[src/rtl/change_negedge_delay_pkg.sv]
`default_nettype none
// ============================================================================
// Module      : change_negedge_delay_pkg
// Description : Shared defaults for the edge/change detector and delay line.
// Revision    : 1.0 - initial release
// ============================================================================
package change_negedge_delay_pkg;

   // Default word width of change_sig, data_in and data_out
   localparam int WIDTH_DEF = 32;

   // Default delay-line length in clock cycles
   localparam int DEPTH_DEF = 4;

   // Supported delay-line lengths
   localparam int DEPTH_MIN = 1;
   localparam int DEPTH_MAX = 64;

endpackage : change_negedge_delay_pkg
`default_nettype wire

[src/rtl/change_negedge_delay_sample_reg.sv]
`default_nettype none
// ============================================================================
// Module      : sample_reg
// Description : Parameterised-width register, asynchronous active-low clear.
// Revision    : 1.0 - initial release
// ============================================================================
module sample_reg #(
   parameter int WIDTH = 1
) (
   input  logic             clk,
   input  logic             rst_n,
   input  logic [WIDTH-1:0] d,
   output logic [WIDTH-1:0] q
);

   // Capture d on every rising edge; clear to zero whenever reset is low
   always_ff @(posedge clk or negedge rst_n) begin
      if (!rst_n) begin
         q <= '0;
      end else begin
         q <= d;
      end
   end

endmodule : sample_reg
`default_nettype wire

[src/rtl/change_negedge_delay.sv]
`default_nettype none
// ============================================================================
// Module      : change_negedge_delay
// Description : Falling-edge detector on sig, any-bit change detector on
//               change_sig, and a fixed DEPTH-cycle delay line on data_in.
//               The three paths share only clock and reset.
// Revision    : 1.0 - initial release
// ============================================================================
module change_negedge_delay
   import change_negedge_delay_pkg::*;
#(
   parameter int WIDTH = WIDTH_DEF,
   parameter int DEPTH = DEPTH_DEF   // supported range DEPTH_MIN..DEPTH_MAX
) (
   input  logic             clk,
   input  logic             rst_n,
   input  logic             sig,
   output logic             neg_pulse,
   input  logic [WIDTH-1:0] change_sig,
   output logic             change_pulse,
   input  logic [WIDTH-1:0] data_in,
   output logic [WIDTH-1:0] data_out
);

   // Previous-cycle samples of the monitored inputs
   logic             sig_q;
   logic [WIDTH-1:0] change_q;

   // Delay-line taps: taps[0] is the live input, taps[k] is k cycles old
   logic [WIDTH-1:0] taps [0:DEPTH];

   // ------------------------------------------------------------------------
   // Falling-edge detector
   // ------------------------------------------------------------------------
   sample_reg #(
      .WIDTH (1)
   ) u_sig_reg (
      .clk   (clk),
      .rst_n (rst_n),
      .d     (sig),
      .q     (sig_q)
   );

   // Pulse when the live level is low and the previous sample was high.
   // Because sig_q clears to 0, a low sig right after reset gives no pulse.
   assign neg_pulse = ~sig & sig_q;

   // ------------------------------------------------------------------------
   // Change detector
   // ------------------------------------------------------------------------
   sample_reg #(
      .WIDTH (WIDTH)
   ) u_change_reg (
      .clk   (clk),
      .rst_n (rst_n),
      .d     (change_sig),
      .q     (change_q)
   );

   // Any differing bit flags a change; a nonzero first word after reset
   // therefore flags against the cleared register.
   assign change_pulse = (change_sig != change_q);

   // ------------------------------------------------------------------------
   // Delay line: free-running shift register, one sample in and one out
   // per cycle, no stall. Output comes straight from the last register.
   // ------------------------------------------------------------------------
   assign taps[0] = data_in;

   for (genvar i = 0; i < DEPTH; i++) begin : g_delay
      sample_reg #(
         .WIDTH (WIDTH)
      ) u_stage (
         .clk   (clk),
         .rst_n (rst_n),
         .d     (taps[i]),
         .q     (taps[i+1])
      );
   end

   assign data_out = taps[DEPTH];

endmodule : change_negedge_delay
`default_nettype wire

[config.mk]
export PLATFORM = sky130hd
export DESIGN_NAME = change_negedge_delay
export DESIGN_NICKNAME = d
export VERILOG_FILES = /design/src/rtl/change_negedge_delay_pkg.sv /design/src/rtl/change_negedge_delay_sample_reg.sv /design/src/rtl/change_negedge_delay.sv
export SDC_FILE = /design/constraint.sdc
export NUM_CORES = 1
export LEC_CHECK = 0
export CORE_UTILIZATION = 45
export CTS_CLUSTER_SIZE = 12
export DETAILED_ROUTE_END_ITERATION = 12
export GPL_ROUTABILITY_DRIVEN = 0
export GPL_TIMING_DRIVEN = 0
export PLACE_DENSITY_LB_ADDON = 0.05
export SLEW_MARGIN = 15
export SYNTH_ARGS = -nofsm -noshare
export SYNTH_HDL_FRONTEND = slang
export SYNTH_HIERARCHICAL = 1
export SYNTH_SLANG_ARGS = --single-unit
[constraint.sdc]
create_clock -name clk -period 1.6 [get_ports clk]
set_input_delay 0.32 -clock clk [delete_from_list [all_inputs] [get_ports clk]]
set_output_delay 0.32 -clock clk [all_outputs]
set_load 0.05 [all_outputs]
metal_density.png
20 x 20 tiles, from dark blue (low) to red (high), scaled to the fullest tile. Values are wire area over tile area, all layers added.
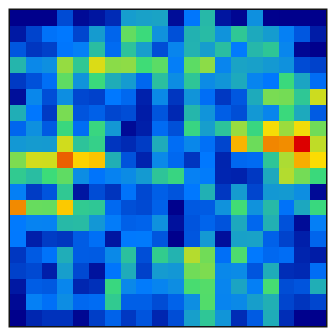
fullest tile = 0.34
emptiest ninth of the die = bottom left
nearly empty tiles = 4.3%
tiles over half the peak = 13%
WL/cell: 13.0 um
detailed-route via count: 1965

power_grid.png
The bar under the picture is 20 um long. Pins as bars on the die edge. Tap cells in grey.
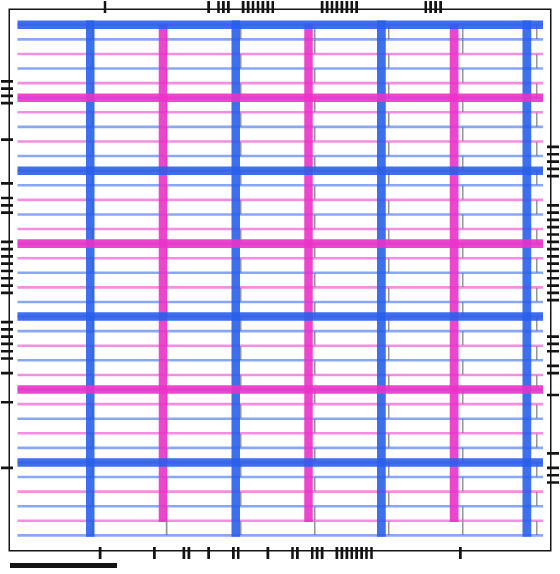
VSS -> blue
VDD -> magenta
met1 rails = 36
tap cells = 129
core box area: 9330 um2
DIE WIDTH: 101 um
die height: 101 um
maximum VDD drop: 0.919 mV

placement.png
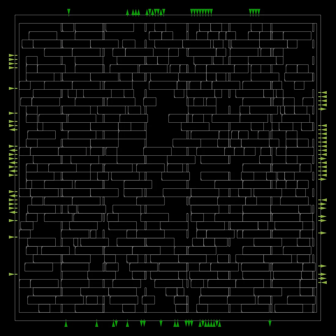
Post-Layout Cell Count: 468
# Taps: 129
flip-flops: 161
Seq/total area: 65.2%
tally of filler cells in the layout: 656

==> results.tsv <==
metric	value	unit
cell with the most instances after synthesis	dfrtp_1	
Flop pwr share	50.4	%
Setup WS post-layout	-476	ps
hold buffer count at cts	1	
setup TNS	-476	ps
Worst EP arrival	1760	ps
Syn Inst Count	205	
crit path cell chain	xnor2_1 > nand4_1 > nor4_2 > nand2_1 > buf_6	
yosys xor share	6.40	%
Top pwr grp	sequential cells	
share of the synthesized area in the top cell type	91.9	%
Int Power	6.53	mW
Yosys chip area	4380	um2
failing checks	setup timing	
antenna diode count	0	
status	finished, violations left	
kind of critical path	register to output pin	
final setup vio count	1	
final hold vios	0	
pwr dens	1390	nW/um2
Seq share, synth	91.9	%
min-delay src	data_in[28]	
TritonCTS Buffers	17	
Final clock-cell share	9.13	%
Comb/total area	5.91	%
crit path buf inv count	1	
Post-CTS Setup Repair Bufs	0	
largest net degree at the start of global routing	89	
Worst R2R Path Depth	0	
io_fan.png
The bar under the picture is 20 um long.
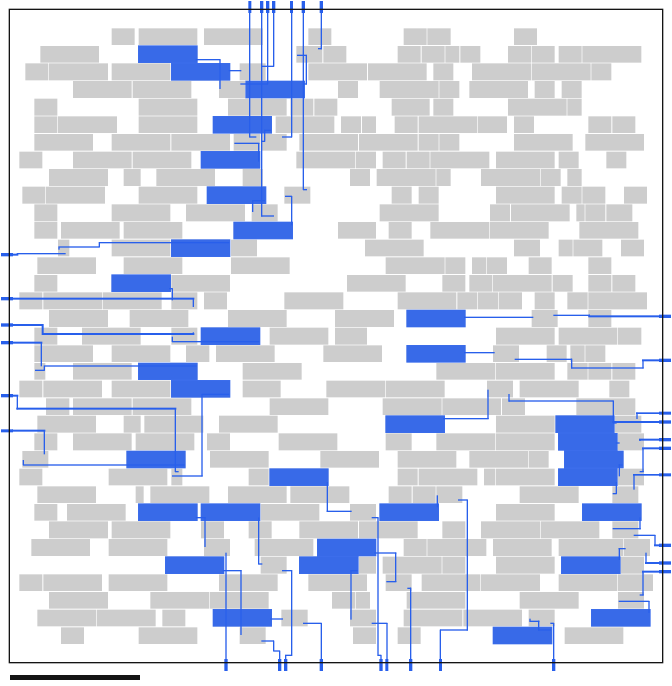
`data_out` -> blue  # bits 32, direction output, end cells 32, buffers 32, wire 740 um
count of input and output buffers: 100
I/O pins: 101

placement_by_type.png
Fill, decap, tap and diode cells in grey.
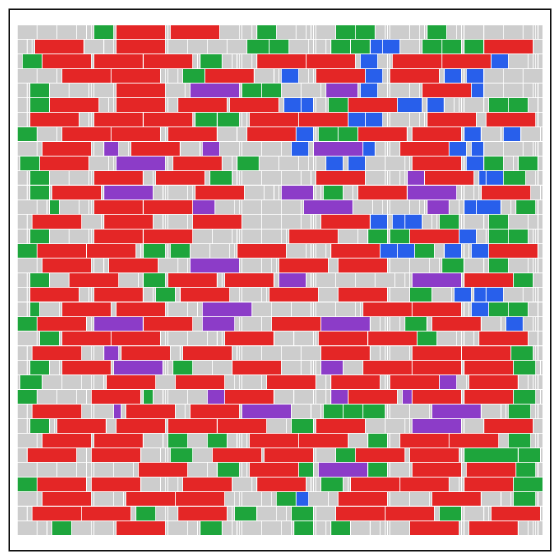
combinational and other logic -> blue  # cells 44, share of their area 6.1%
remaining buffers and delay cells -> green  # cells 102, share of their area 18%
sequential cells -> red  # cells 161, share of their area 67%
clock drivers and dummy loads -> purple  # cells 32, share of their area 9.4%
FP Rows: 35
Util after Layout: 66.3%
final instance area: 6180 um2

==> layout by cell type (no fill, tap or decap), drive strengths merged <==
| master | Yosys | final |
|---|---|---|
| buf | 0 | 7 |
| inv | 0 | 7 |
| clkbuf | 0 | 18 |
| clkdlybuf4s15 | 0 | 29 |
| dlygate4sd3 | 0 | 1 |
| nand4 | 8 | 8 |
| clkinvlp | 0 | 2 |
| dfrtp | 161 | 161 |
| nor2b | 1 | 1 |
| clkdlybuf4s50 | 0 | 65 |
| nor4 | 2 | 2 |
| xnor2 | 32 | 32 |
| nand2 | 1 | 1 |
| clkinv | 0 | 5 |
==> flip-flops by register name, summed over array words and instances (netlist names) <==
signal             flops
u_change_reg/q        32
u_sig_reg/q            1
g_delay.u_stage/q    128
Power is estimated from default activity; no workload was simulated.
